--- src/rtl/access_requester.sv ---
// ----------------------------------------------------------------------------
// access_requester
//
// Initiator side of the request/confirm/user access handshake. On a host
// start it presents a latched code on 'user', raises 'request', issues two
// confirm pulses and then waits for the access controller to grant either
// the P or the Q path. A timed-out attempt is released and retried up to
// MAX_RETRY times. The outcome is reported with a one-cycle 'done' pulse and
// result flags that hold until the next accepted start.
//
// Ports:
//   clock      in   system clock, rising edge
//   reset_n    in   asynchronous active-low reset
//   start      in   host pulse, accepted only when idle
//   code_in    in   code to present, latched on an accepted start
//   hold       in   host keeps a granted session open while high
//   abort      in   host cancels the attempt (no retry)
//   grant_p    in   controller P-path grant
//   grant_q    in   controller Q-path grant
//   request    out  request line to the controller
//   confirm    out  confirm line to the controller
//   user       out  code presented to the controller
//   busy       out  high whenever not idle
//   done       out  one-cycle completion pulse
//   granted_p  out  result: P grant obtained
//   granted_q  out  result: Q grant obtained
//   denied     out  result: no grant, aborted, or grant lost
//   attempts   out  attempts made in the last operation
// ----------------------------------------------------------------------------
module access_requester #(
    parameter int CW             = 8,
    parameter int SETUP_CYCLES   = 2,
    parameter int GAP_CYCLES     = 1,
    parameter int TIMEOUT        = 16,
    parameter int RELEASE_CYCLES = 2,
    parameter int MAX_RETRY      = 2
) (
    input  logic          clock,
    input  logic          reset_n,
    input  logic          start,
    input  logic [CW-1:0] code_in,
    input  logic          hold,
    input  logic          abort,
    input  logic          grant_p,
    input  logic          grant_q,
    output logic          request,
    output logic          confirm,
    output logic [CW-1:0] user,
    output logic          busy,
    output logic          done,
    output logic          granted_p,
    output logic          granted_q,
    output logic          denied,
    output logic [3:0]    attempts
);

    // One phase counter serves SETUP, GAP, WAIT and RELEASE, so it is sized
    // for the longest of them.
    localparam int MAX_A   = (SETUP_CYCLES > GAP_CYCLES) ? SETUP_CYCLES : GAP_CYCLES;
    localparam int MAX_B   = (MAX_A > TIMEOUT) ? MAX_A : TIMEOUT;
    localparam int MAX_CNT = (MAX_B > RELEASE_CYCLES) ? MAX_B : RELEASE_CYCLES;
    localparam int CNT_W   = (MAX_CNT > 1) ? $clog2(MAX_CNT) : 1;

    localparam logic [CNT_W-1:0] SETUP_LAST   = CNT_W'(SETUP_CYCLES - 1);
    localparam logic [CNT_W-1:0] GAP_LAST     = CNT_W'(GAP_CYCLES - 1);
    localparam logic [CNT_W-1:0] WAIT_LAST    = CNT_W'(TIMEOUT - 1);
    localparam logic [CNT_W-1:0] RELEASE_LAST = CNT_W'(RELEASE_CYCLES - 1);
    localparam logic [3:0]       RETRY_LIMIT  = 4'(MAX_RETRY);

    typedef enum logic [3:0] {
        S_IDLE,
        S_SETUP,
        S_CONF1,
        S_GAP,
        S_CONF2,
        S_WAIT,
        S_HOLD,
        S_RELEASE,
        S_DONE
    } state_t;

    // Why the current attempt is being released; decides retry vs. finish.
    typedef enum logic [1:0] {
        R_SUCCESS,
        R_FAIL,
        R_ABORT,
        R_LOST
    } reason_t;

    state_t           state, state_nxt;
    reason_t          reason, reason_nxt;
    logic [CNT_W-1:0] cnt, cnt_nxt;
    logic [3:0]       retries, retries_nxt;
    logic [CW-1:0]    user_nxt;
    logic             granted_p_nxt, granted_q_nxt, denied_nxt;
    logic [3:0]       attempts_nxt;
    logic             request_nxt, confirm_nxt, busy_nxt, done_nxt;

    always_ff @(posedge clock or negedge reset_n) begin
        if (!reset_n) begin
            state     <= S_IDLE;
            reason    <= R_SUCCESS;
            cnt       <= '0;
            retries   <= '0;
            user      <= '0;
            granted_p <= 1'b0;
            granted_q <= 1'b0;
            denied    <= 1'b0;
            attempts  <= '0;
            request   <= 1'b0;
            confirm   <= 1'b0;
            busy      <= 1'b0;
            done      <= 1'b0;
        end else begin
            state     <= state_nxt;
            reason    <= reason_nxt;
            cnt       <= cnt_nxt;
            retries   <= retries_nxt;
            user      <= user_nxt;
            granted_p <= granted_p_nxt;
            granted_q <= granted_q_nxt;
            denied    <= denied_nxt;
            attempts  <= attempts_nxt;
            request   <= request_nxt;
            confirm   <= confirm_nxt;
            busy      <= busy_nxt;
            done      <= done_nxt;
        end
    end

    always_comb begin
        state_nxt     = state;
        reason_nxt    = reason;
        cnt_nxt       = cnt;
        retries_nxt   = retries;
        user_nxt      = user;
        granted_p_nxt = granted_p;
        granted_q_nxt = granted_q;
        denied_nxt    = denied;
        attempts_nxt  = attempts;

        // abort outranks any grant or timeout seen in the same cycle
        if (abort && (state inside {S_SETUP, S_CONF1, S_GAP, S_CONF2, S_WAIT, S_HOLD})) begin
            state_nxt  = S_RELEASE;
            cnt_nxt    = '0;
            reason_nxt = R_ABORT;
        end else begin
            case (state)
                S_IDLE: begin
                    if (start) begin
                        state_nxt     = S_SETUP;
                        cnt_nxt       = '0;
                        retries_nxt   = '0;
                        user_nxt      = code_in;
                        granted_p_nxt = 1'b0;
                        granted_q_nxt = 1'b0;
                        denied_nxt    = 1'b0;
                        attempts_nxt  = 4'd1;
                    end
                end
                S_SETUP: begin
                    if (cnt == SETUP_LAST) begin
                        state_nxt = S_CONF1;
                        cnt_nxt   = '0;
                    end else begin
                        cnt_nxt = cnt + CNT_W'(1);
                    end
                end
                S_CONF1: begin
                    state_nxt = S_GAP;
                    cnt_nxt   = '0;
                end
                S_GAP: begin
                    if (cnt == GAP_LAST) begin
                        state_nxt = S_CONF2;
                        cnt_nxt   = '0;
                    end else begin
                        cnt_nxt = cnt + CNT_W'(1);
                    end
                end
                S_CONF2: begin
                    state_nxt = S_WAIT;
                    cnt_nxt   = '0;
                end
                S_WAIT: begin
                    // A grant seen on the final timer cycle still counts;
                    // P wins when both paths grant together.
                    if (grant_p) begin
                        state_nxt     = S_HOLD;
                        granted_p_nxt = 1'b1;
                    end else if (grant_q) begin
                        state_nxt     = S_HOLD;
                        granted_q_nxt = 1'b1;
                    end else if (cnt == WAIT_LAST) begin
                        state_nxt  = S_RELEASE;
                        cnt_nxt    = '0;
                        reason_nxt = R_FAIL;
                    end else begin
                        cnt_nxt = cnt + CNT_W'(1);
                    end
                end
                S_HOLD: begin
                    if (!hold) begin
                        state_nxt  = S_RELEASE;
                        cnt_nxt    = '0;
                        reason_nxt = R_SUCCESS;
                    end else if (!grant_p && !grant_q) begin
                        state_nxt     = S_RELEASE;
                        cnt_nxt       = '0;
                        reason_nxt    = R_LOST;
                        granted_p_nxt = 1'b0;
                        granted_q_nxt = 1'b0;
                        denied_nxt    = 1'b1;
                    end
                end
                S_RELEASE: begin
                    if (cnt == RELEASE_LAST) begin
                        cnt_nxt = '0;
                        if (reason == R_SUCCESS) begin
                            state_nxt = S_DONE;
                        end else if (reason == R_FAIL && retries < RETRY_LIMIT) begin
                            state_nxt    = S_SETUP;
                            retries_nxt  = retries + 4'd1;
                            attempts_nxt = (attempts == 4'hF) ? attempts : attempts + 4'd1;
                        end else begin
                            state_nxt  = S_DONE;
                            denied_nxt = 1'b1;
                        end
                    end else begin
                        cnt_nxt = cnt + CNT_W'(1);
                    end
                end
                S_DONE: begin
                    state_nxt = S_IDLE;
                end
                default: begin
                    state_nxt = S_IDLE;
                end
            endcase
        end

        // Line outputs are registered from the next state so they change on
        // the same edge as the state itself.
        request_nxt = state_nxt inside {S_SETUP, S_CONF1, S_GAP, S_CONF2, S_WAIT, S_HOLD};
        confirm_nxt = state_nxt inside {S_CONF1, S_CONF2};
        busy_nxt    = (state_nxt != S_IDLE);
        done_nxt    = (state_nxt == S_DONE);
    end

endmodule

--- config.mk ---
export PLATFORM = sky130hd
export DESIGN_NAME = access_requester
export DESIGN_NICKNAME = d
export VERILOG_FILES = /design/src/rtl/access_requester.sv
export SDC_FILE = /design/constraint.sdc
export NUM_CORES = 1
export LEC_CHECK = 0
export ABC_AREA = 1
export CORE_ASPECT_RATIO = 1.4
export CORE_UTILIZATION = 40
export DETAILED_ROUTE_END_ITERATION = 16
export DONT_BUFFER_PORTS = 1
export PLACE_DENSITY = 0.6
export SKIP_LAST_GASP = 1
export SYNTH_ARGS = -nofsm -noshare
export SYNTH_HDL_FRONTEND = slang
export SYNTH_SLANG_ARGS = --single-unit
--- constraint.sdc ---
create_clock -name clock -period 2.2 [get_ports clock]
set_input_delay 0.55 -clock clock [delete_from_list [all_inputs] [get_ports clock]]
set_output_delay 0.55 -clock clock [all_outputs]
set_load 0.01 [all_outputs]
==> report_table.html, run 1 <==
<h2>Synthesis and place &amp; route</h2>
<table>
<tr><th>Metric</th><th>Value</th></tr>
<tr><th colspan="2">Logic synthesis</th></tr>
<tr><td>Count of state elements after synthesis</td><td>33</td></tr>
<tr><td>Mean post-synth cell area</td><td>7.66 µm²</td></tr>
<tr><td>Synthesized area</td><td>2030 µm²</td></tr>
<tr><td>Synthesized instance count</td><td>265</td></tr>
<tr><td>Number of nets in the synthesized netlist</td><td>~290</td></tr>
<tr><td>Register area share after synthesis</td><td>40.7%</td></tr>
<tr><td>Total number of yosys warnings</td><td>0</td></tr>
<tr><td>Yosys cell count</td><td>265</td></tr>
<tr><td>Synthesized chip area reported by yosys</td><td>just over 2000 µm²</td></tr>
<tr><td>Library cells used by synthesis</td><td>28</td></tr>
<tr><th colspan="2">Cells and area</th></tr>
<tr><td>Ant diodes</td><td>0</td></tr>
<tr><td>Fraction of final layout cells with drive strength greater than 1</td><td>18.3%</td></tr>
<tr><td>Final layout net count</td><td>292</td></tr>
<tr><td>Growth of design area from synthesis to finish</td><td>8.20%</td></tr>
<tr><td>Leading cell type in the layout, fill and taps excluded</td><td>nand2_1</td></tr>
<tr><td>Filler cells</td><td>522</td></tr>
<tr><td>Top library cells by usage in the layout, fill and taps aside</td><td>nand2_1, dfrtp_1, nor2_1</td></tr>
<tr><th colspan="2">Power and ir drop</th></tr>
<tr><td>Worst-case vdd ir drop</td><td>0.590 mV</td></tr>
<tr><td>Leakage</td><td>1.14 nW</td></tr>
<tr><td>Overall power after layout</td><td>3.24 mW</td></tr>
<tr><td>Pwr per Cell Area</td><td>1480 nW/µm²</td></tr>
<tr><th colspan="2">Final timing</th></tr>
<tr><td>Final Slew Violations</td><td>0</td></tr>
<tr><td>Setup ws final</td><td>0.351 ns</td></tr>
<tr><td>Period utilisation layout</td><td>84.1%</td></tr>
<tr><td>Actual slew at the worst max-slew pin</td><td>0.343 ns</td></tr>
<tr><td>Slew margin rel.</td><td>76.9%</td></tr>
<tr><td>Clock period minus final worst setup slack</td><td>1.85 ns</td></tr>
<tr><td>Total Negative Setup Slacks</td><td>0 ns</td></tr>
<tr><td>Final hold violations</td><td>0</td></tr>
<tr><td>Smallest hold slack</td><td>~0.075 ns</td></tr>
<tr><td>Largest clock skew in the final design</td><td>just over 0.004 ns</td></tr>
<tr><td>Unrepaired setup endpoints after global routing</td><td>false</td></tr>
<tr><td>Final setup violation count</td><td>0</td></tr>
<tr><td>Maximum operating frequency</td><td>541 MHz</td></tr>
<tr><th colspan="2">CTS</th></tr>
<tr><td>Root buf cell</td><td>clkbuf_8</td></tr>
<tr><td>Clock latency on the worst-skew pair</td><td>around 0.29 ns</td></tr>
<tr><td>Buffer depth of the longest clock path</td><td>2</td></tr>
<tr><td>Number of H-tree levels</td><td>2</td></tr>
<tr><td>Count of hold-fix buffers inserted at cts</td><td>1</td></tr>
<tr><td>Setup repair bufs after CTS</td><td>0</td></tr>
<tr><td>Count of instances resized after the clock tree is built</td><td>0</td></tr>
<tr><td>Clock transition at the registers of the reported paths</td><td>about 0.070 ns</td></tr>
<tr><td>CTS tree</td><td>built</td></tr>
<tr><th colspan="2">Worst setup path</th></tr>
<tr><td>Kind of end point of the critical path</td><td>flop</td></tr>
<tr><td>Maximum fanout count along the critical path</td><td>6</td></tr>
<tr><td>Flop-to-flop setup slack</td><td>0.35 ns</td></tr>
<tr><td>Critical path startpoint category</td><td>flop</td></tr>
<tr><td>Arrival time reported for the critical path endpoint</td><td>2.04 ns</td></tr>
<tr><td>Required time at the worst-slack endpoint</td><td>2.39 ns</td></tr>
<tr><td>Critical path class</td><td>flop to flop</td></tr>
<tr><td>Launch point of the worst reg-to-reg path</td><td>cnt[1]$_DFFE_PN0P_</td></tr>
<tr><td>R2r worst-path depth</td><td>11</td></tr>
<tr><td>Reg-to-Reg End</td><td>request$_DFF_PN0_</td></tr>
<tr><th colspan="2">Global route</th></tr>
<tr><td>Total congestion overflow</td><td>0</td></tr>
<tr><td>Global-route usage over all layers</td><td>18.3%</td></tr>
<tr><td>Wire length of the first global-routing pass</td><td>7.49 mm</td></tr>
<tr><td>Pin count of the biggest net entering global routing</td><td>34</td></tr>
<tr><td>Number of global-route vias before repair</td><td>1656</td></tr>
<tr><td>Initial antenna violation count</td><td>0</td></tr>
<tr><th colspan="2">Detailed routing</th></tr>
<tr><td>Avg WL per Cell</td><td>13.3 µm</td></tr>
<tr><td>Starting DRC count in detailed routing</td><td>35</td></tr>
<tr><td>Count of vias placed by the detailed router</td><td>roughly 1700</td></tr>
<tr><td>Iteration count of the initial detailed-routing pass</td><td>4</td></tr>
<tr><td>Post-Route WL</td><td>4.47 mm</td></tr>
<tr><td>Remaining antenna violation count after routing</td><td>0</td></tr>
<tr><td>Vias per inst</td><td>4.90</td></tr>
<tr><td>Residual DRC</td><td>0</td></tr>
<tr><th colspan="2">Die</th></tr>
<tr><td>Pre-Place Util</td><td>41.6%</td></tr>
<tr><td>Area enclosed by the die boundary</td><td>5370 µm²</td></tr>
<tr><td>Vertical die dimension</td><td>86.3 µm</td></tr>
<tr><td>Area inside the core boundary</td><td>4880 µm²</td></tr>
<tr><td>Die outline width</td><td>between 60 and 70 µm</td></tr>
<tr><td>I/O pins</td><td>34</td></tr>
<tr><td>Number of rows created at floorplan</td><td>30</td></tr>
<tr><th colspan="2">Placement</th></tr>
<tr><td>Dpl ws</td><td>0.395 ns</td></tr>
<tr><td>HPWL after detailed placement</td><td>3.43 mm</td></tr>
<tr><td>Final weighted congestion in routability-driven placement</td><td>0.879</td></tr>
<tr><td>Quantity of I/O buffers inserted on ports</td><td>0</td></tr>
<tr><th colspan="2">Job</th></tr>
<tr><td>Count of tool warnings</td><td>28</td></tr>
<tr><td>Number of max-cap violations</td><td>0</td></tr>
<tr><th colspan="2">Min path</th></tr>
<tr><td>Worst hold path class</td><td>primary input to async pin</td></tr>
<tr><th colspan="2">Status</th></tr>
<tr><td>Result of the run</td><td>complete, no violations</td></tr>
</table>
## run 1: synth_stat cells (all sizes together)
master	instances	area share, %
xor2	3	1.3
inv	30	5.8
o21ai	17	5.5
ha	5	3.1
nor3	4	0.99
nand2	98	21
and2	1	0.31
dfrtp	33	41
a21oi	5	1.2
xnor2	1	0.43
buf	1	0.99
or2	2	0.62
nand4	3	0.92
clkinv	1	0.18
nand3	26	7.9
nor2	35	9.2
## run 1: through the flow
step,area (µm²),std cells,util [%]
after floorplan,2030,265,-
after global placement,2090,328,42.8
after detailed placement,2090,328,42.8
after CTS,2200,337,45.0
after global routing,2200,337,45.0
final,2200,337,45.0
## run 1: power by group
part | switching, mW | internal (mW)
clock network | 0.243 | 0.218
logic | 1.12 | 0.561
registers | 0.271 | 0.824
## run 1: area by class of cell
type / instances / area, µm² / share of cell area (%)
Clock buffer: 5 / 68.8 / 3.13
Clock inverter: 3 / 17.5 / 0.798
Inverter: 31 / 121 / 5.53
Multi-Input combinational cell: 200 / 1060 / 48.4
Sequential cell: 33 / 826 / 37.6
Tap cell: 64 / 80.1 / 3.65
Timing Repair Buffer: 1 / 20.0 / 0.912
## run 1: kinds of logic after synthesis
logic type	after synthesis	synth area share, %
xor gates and xnor gates	4	1.73
DFF	33	40.7
and+or+nand+nor	169	40.8
adders and majority gates	5	3.08
buffers and inverters	32	6.97
AOI/OAI and AO/OA	22	6.72
## run 1: registers in the layout (all words and copies together) (netlist names)
| signal | flops |
|---|---|
| request | 1 |
| reason | 2 |
| confirm | 1 |
| done | 1 |
| attempts | 4 |
| cnt | 4 |
| retries | 4 |
| user | 8 |
| granted_q | 1 |
| granted_p | 1 |
| state | 4 |
| denied | 1 |
| busy | 1 |
## run 1: critical path, cell delays in order, from the launching register on
cell,delay (ns)
dfrtp_1,0.42
inv_1,0.09
ha_1,0.14
nand3_1,0.23
nand2_4,0.21
nand2_1,0.06
nor2_1,0.15
nand2_1,0.12
nor2_2,0.12
nand3_1,0.09
nand2_1,0.08
inv_1,0.04
## run 1: per-layer routing
layer	up-vias	track usage [%]	wire length (µm)
met3	8	4.34	144
met4	0	8.88	96
met1	765	18.6	1790
met5	-	0	0
met2	27	35.0	2440
li1	850	-	-
## run 1: worst max-delay path by stage
| stage | end | startpoint | slack [ns] |
|---|---|---|---|
| after CTS | request$_DFF_PN0_ | cnt[1]$_DFFE_PN0P_ | 0.38 |
| after floorplan | request$_DFF_PN0_ | cnt[1]$_DFFE_PN0P_ | 0.66 |
| final | request$_DFF_PN0_ | cnt[1]$_DFFE_PN0P_ | 0.35 |
| after detailed placement | request$_DFF_PN0_ | cnt[1]$_DFFE_PN0P_ | 0.39 |
| after global routing | request$_DFF_PN0_ | cnt[1]$_DFFE_PN0P_ | 0.13 |
| after global placement | request$_DFF_PN0_ | cnt[1]$_DFFE_PN0P_ | 0.37 |
==> run_1/met3.png <==
(6 px per µm)
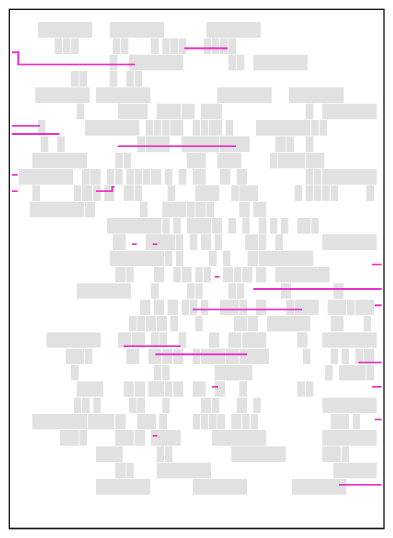
share of all routed wire: 3.2%
longest straight run: 21.1 µm

==> run_1/wire_density.png <==
(3 px per µm) The die is cut into 12 by 17 equal tiles; dark purple is low, yellow is high, scaled to the fullest tile. Values are wire area over tile area, all layers added.
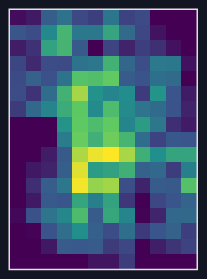
tiles over half the peak: 21%
densest ninth of the die: centre
fullest tile: 0.42
nearly empty tiles: 17%

==> run_1/final_clocks.png <==
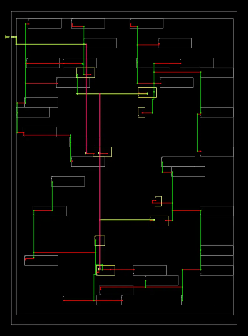
power in the clock group: 461 µW
TritonCTS buffer count: 5
number of flip-flops and latches: 33
clock tree buffer count of the final layout: 5
clock sink count: 33

==> run_1/cell_classes.png <==
(6 px per µm)
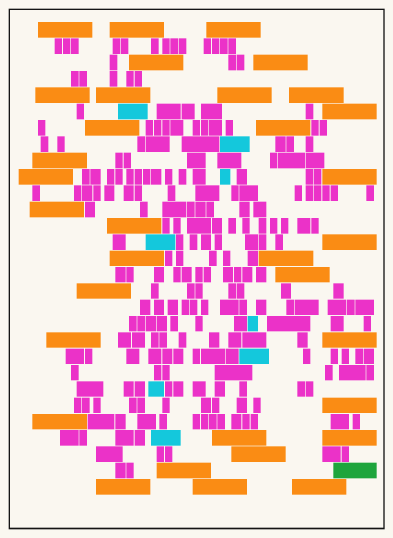

## Run 2: what changed since run 1
--- a/config.mk
+++ b/config.mk
@@ -10,7 +10,7 @@
 export CORE_UTILIZATION = 40
 export DETAILED_ROUTE_END_ITERATION = 16
 export DONT_BUFFER_PORTS = 1
-export PLACE_DENSITY = 0.6
+export PLACE_DENSITY = 0.62
 export SKIP_LAST_GASP = 1
 export SYNTH_ARGS = -nofsm -noshare
 export SYNTH_HDL_FRONTEND = slang
==> constraint.sdc (replaced) <==
create_clock -name clock -period 1.5 [get_ports clock]
set_input_delay 0.375 -clock clock [delete_from_list [all_inputs] [get_ports clock]]
set_output_delay 0.375 -clock clock [all_outputs]
set_load 0.01 [all_outputs]
==> run_2/cell_classes.png <==
(6 px per µm)
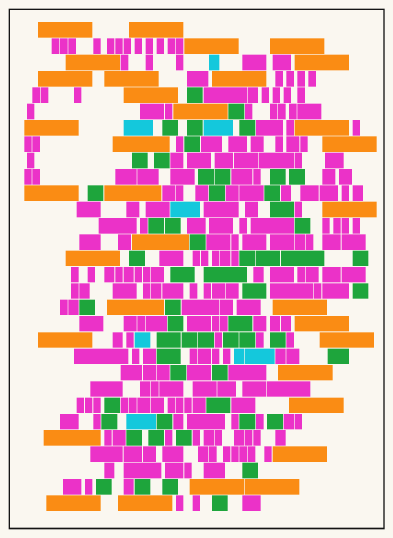
[green] other buffers and delay cells | cells: 57
[magenta] all other logic | cells: 231
[cyan] clock drivers and dummy loads | cells: 8
[orange] flops | cells: 33
number of rows created at floorplan: 30
area inside the core boundary: 4880 µm²
final instance area: 3010 µm²

==> run_2/met4.png <==
(4 px per µm) Supply wires on this layer in grey.
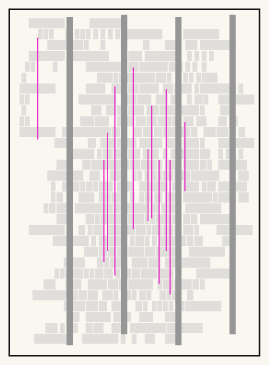
wire length on this layer: 333 µm
main direction: vertical
longest straight run: 46.9 µm
share of all routed wire: 5.7%

==> run 2 against run 1 <==
Net effect: the flow now finishes with violations (negative setup slack); total power up 110%; wire length up 30%; maximum frequency rose by 17%; clock skew increased by 0.0013 ns; worst setup slack worse by 0.43 ns; final cell count up 17%; utilization rose by 17 points; sequential power is 46% higher; final area up 37%; critical path depth down 1; largest cell class unchanged; largest power group unchanged.
==> report_table.html, run 2 <==
<h2>Synthesis and place &amp; route</h2>
<table>
<tr><th>Metric</th><th>Value</th></tr>
<tr><th colspan="2">Detailed routing</th></tr>
<tr><td>Vias per inst</td><td>4.98 (+1.8%)</td></tr>
<tr><td>Count of vias placed by the detailed router</td><td>1958 (+19%)</td></tr>
<tr><td>Starting DRC count in detailed routing</td><td>60 (+71%)</td></tr>
<tr><td>Residual DRC</td><td>0 (unchanged)</td></tr>
<tr><td>Post-Route WL</td><td>5.81 mm (+30%)</td></tr>
<tr><td>Iteration count of the initial detailed-routing pass</td><td>4 (unchanged)</td></tr>
<tr><td>Avg WL per Cell</td><td>14.8 µm (+11%)</td></tr>
<tr><th colspan="2">Logic synthesis</th></tr>
<tr><td>Number of nets in the synthesized netlist</td><td>285 (unchanged)</td></tr>
<tr><td>Number of enable-type register cells in the synthesized netlist</td><td>0 (unchanged)</td></tr>
<tr><td>Total number of yosys warnings</td><td>0 (unchanged)</td></tr>
<tr><td>Mean post-synth cell area</td><td>7.66 µm² (unchanged)</td></tr>
<tr><td>Top cell types by occurrence after synthesis</td><td>nand2_1, dfrtp_1, nor2_1</td></tr>
<tr><td>Most frequent cell after synthesis</td><td>nand2_1</td></tr>
<tr><td>Count of state elements after synthesis</td><td>33 (unchanged)</td></tr>
<tr><td>Synthesized area</td><td>2030 µm² (unchanged)</td></tr>
<tr><td>Library cells used by synthesis</td><td>28 (unchanged)</td></tr>
<tr><td>Dominant cell type by area after synthesis</td><td>dfrtp_1</td></tr>
<tr><td>Register area share after synthesis</td><td>40.7% (unchanged)</td></tr>
<tr><td>Top area cell types</td><td>dfrtp_1, nand2_1, nand3_1, nor2_1, inv_1</td></tr>
<tr><th colspan="2">Cells and area</th></tr>
<tr><td>Top library cells by usage in the layout, fill and taps aside</td><td>nand2_1, buf_4, dfrtp_1</td></tr>
<tr><td>Number of cells in the finished layout apart from fillers</td><td>393 (+17%)</td></tr>
<tr><td>Ant diodes</td><td>0 (unchanged)</td></tr>
<tr><td>Register name with the most flops</td><td>user</td></tr>
<tr><td>Growth of design area from synthesis to finish</td><td>48.3%</td></tr>
<tr><th colspan="2">Final timing</th></tr>
<tr><td>Slew margin rel.</td><td>82.5% (+5.6 points)</td></tr>
<tr><td>Final hold violations</td><td>0 (unchanged)</td></tr>
<tr><td>Setup ws final</td><td>-0.0843 ns (-0.435 ns)</td></tr>
<tr><td>Actual slew at the worst max-slew pin</td><td>0.262 ns (-0.0811 ns)</td></tr>
<tr><td>Maximum operating frequency</td><td>631 MHz (+17%)</td></tr>
<tr><td>Period utilisation layout</td><td>106% (+22 points)</td></tr>
<tr><td>Unrepaired setup endpoints after global routing</td><td>true</td></tr>
<tr><td>Final setup violation count</td><td>18 (+18)</td></tr>
<tr><th colspan="2">Worst setup path</th></tr>
<tr><td>Maximum fanout count along the critical path</td><td>5 (-1)</td></tr>
<tr><td>Launch point of the worst reg-to-reg path</td><td>cnt[1]$_DFFE_PN0P_</td></tr>
<tr><td>Critical path class</td><td>flop to flop</td></tr>
<tr><td>Critical Path Source</td><td>cnt[1]$_DFFE_PN0P_</td></tr>
<tr><td>Kind of end point of the critical path</td><td>flop</td></tr>
<tr><td>R2r worst-path depth</td><td>10 (-1)</td></tr>
<tr><td>Critical path startpoint category</td><td>flop</td></tr>
<tr><th colspan="2">Die</th></tr>
<tr><td>Die outline width</td><td>62.2 µm (unchanged)</td></tr>
<tr><td>I/O pins</td><td>34 (unchanged)</td></tr>
<tr><td>Vertical die dimension</td><td>86.3 µm (unchanged)</td></tr>
<tr><th colspan="2">Placement</th></tr>
<tr><td>Dpl ws</td><td>-0.188 ns (-0.583 ns)</td></tr>
<tr><td>Final weighted congestion in routability-driven placement</td><td>0.874 (-0.51%)</td></tr>
<tr><td>Cell total after placement</td><td>361 (+10%)</td></tr>
<tr><td>Quantity of I/O buffers inserted on ports</td><td>0 (unchanged)</td></tr>
<tr><td>HPWL after detailed placement</td><td>3.47 mm (+1.4%)</td></tr>
<tr><td>Area of placed instances</td><td>2340 µm² (+12%)</td></tr>
<tr><th colspan="2">CTS</th></tr>
<tr><td>Number of H-tree levels</td><td>2 (unchanged)</td></tr>
<tr><td>Clock transition at the registers of the reported paths</td><td>0.07 ns (about the same)</td></tr>
<tr><td>Root buf cell</td><td>clkbuf_8</td></tr>
<tr><td>Clock latency on the worst-skew pair</td><td>0.29 ns (about the same)</td></tr>
<tr><td>Buffer depth of the longest clock path</td><td>2 (unchanged)</td></tr>
<tr><th colspan="2">Power and ir drop</th></tr>
<tr><td>Overall power after layout</td><td>6.90 mW (+110%)</td></tr>
<tr><td>Pwr per Cell Area</td><td>2290 nW/µm² (+55%)</td></tr>
<tr><td>Leakage</td><td>1.48 nW (+29%)</td></tr>
<tr><th colspan="2">Global route</th></tr>
<tr><td>Wire length of the first global-routing pass</td><td>8.27 mm (+10%)</td></tr>
<tr><td>Pin count of the biggest net entering global routing</td><td>34 (unchanged)</td></tr>
<tr><th colspan="2">Status</th></tr>
<tr><td>Result of the run</td><td>finished, violations left</td></tr>
<tr><td>Failing checks</td><td>negative setup slack</td></tr>
<tr><th colspan="2">Job</th></tr>
<tr><td>Count of tool warnings</td><td>30 (+7.1%)</td></tr>
<tr><td>Number of max-cap violations</td><td>0 (unchanged)</td></tr>
<tr><th colspan="2">Min path</th></tr>
<tr><td>Worst hold path class</td><td>primary input to flop</td></tr>
</table>
## run 2: power by group
| group | total [mW] | internal (mW) | switching (mW) |
|---|---|---|---|
| Combinational | 4.62 | 2.02 | 2.60 |
| Clock | 0.675 | 0.320 | 0.355 |
| Sequential | 1.61 | 1.22 | 0.389 |
## run 2: cell families (layout without fill, tap and decap cells)
family,Yosys count,count (layout),share of synthesized area [%]
xor+xnor,4,4,1.73
buf+inv,32,96,6.97
simple gates,169,169,40.8
flops,33,33,40.7
compound gates,22,22,6.72
fa+ha+maj,5,5,3.08
## run 2: final cells by class
| cell class | instances | area, µm² |
|---|---|---|
| Fill cell | 408 | 1870 |
| Multi-Input combinational cell | 200 | 1400 |
| Sequential cell | 33 | 832 |
| Timing Repair Buffer | 57 | 485 |
| Inverter | 31 | 129 |
| Tap cell | 64 | 80.1 |
| Clock buffer | 5 | 68.8 |
| Clock inverter | 3 | 17.5 |
## run 2: through the flow
step	hold slack (ns)	util [%]
after floorplan	0.0794	-
after global placement	0.0805	48.0
after detailed placement	0.0806	48.0
after CTS	0.181	54.3
after global routing	0.181	61.7
final	0.187	61.7
## run 2: path summary, 6_finish.rpt
kind,end,slack (ns)
setup / recovery,cnt[1]$_DFFE_PN0P_,-0.08
hold / removal,user[5]$_DFFE_PN0P_,0.19
setup reg to reg,cnt[1]$_DFFE_PN0P_,-0.08
hold reg to reg,retries[3]$_DFFE_PN0P_,0.50
max in group asynchronous,state[0]$_DFF_PN0_,0.75
min in group asynchronous,cnt[2]$_DFFE_PN0P_,0.55
## run 2: per-layer routing
metal / vias up / routed length (µm) / global-route usage [%]
li1: 961 / - / -
met1: 921 / 2160 / 20.9
met2: 50 / 3120 / 37.6
met3: 26 / 201 / 3.95
met4: 0 / 333 / 10.6
met5: - / 0 / 0
## run 2: critical path: stages (launching register included)
cell and delay [ns]:
dfrtp_1 0.41, inv_2 0.09, ha_4 0.14, nand3_4 0.16, nand2_8 0.15, buf_6 0.11, nand3_1 0.09, nor2_1 0.14
nor2_2 0.06, nand2_1 0.08, o21ai_2 0.05
## run 2: repair_timing
item	in CTS	in global routing
hold endpoints to repair	33	0
hold buffers	2	0
setup endpoints to repair	21	22
gates resized	35	66
pin swaps	15	33
buffers inserted	12	10
No activity file was given, so power comes from the tool's default toggle rates.
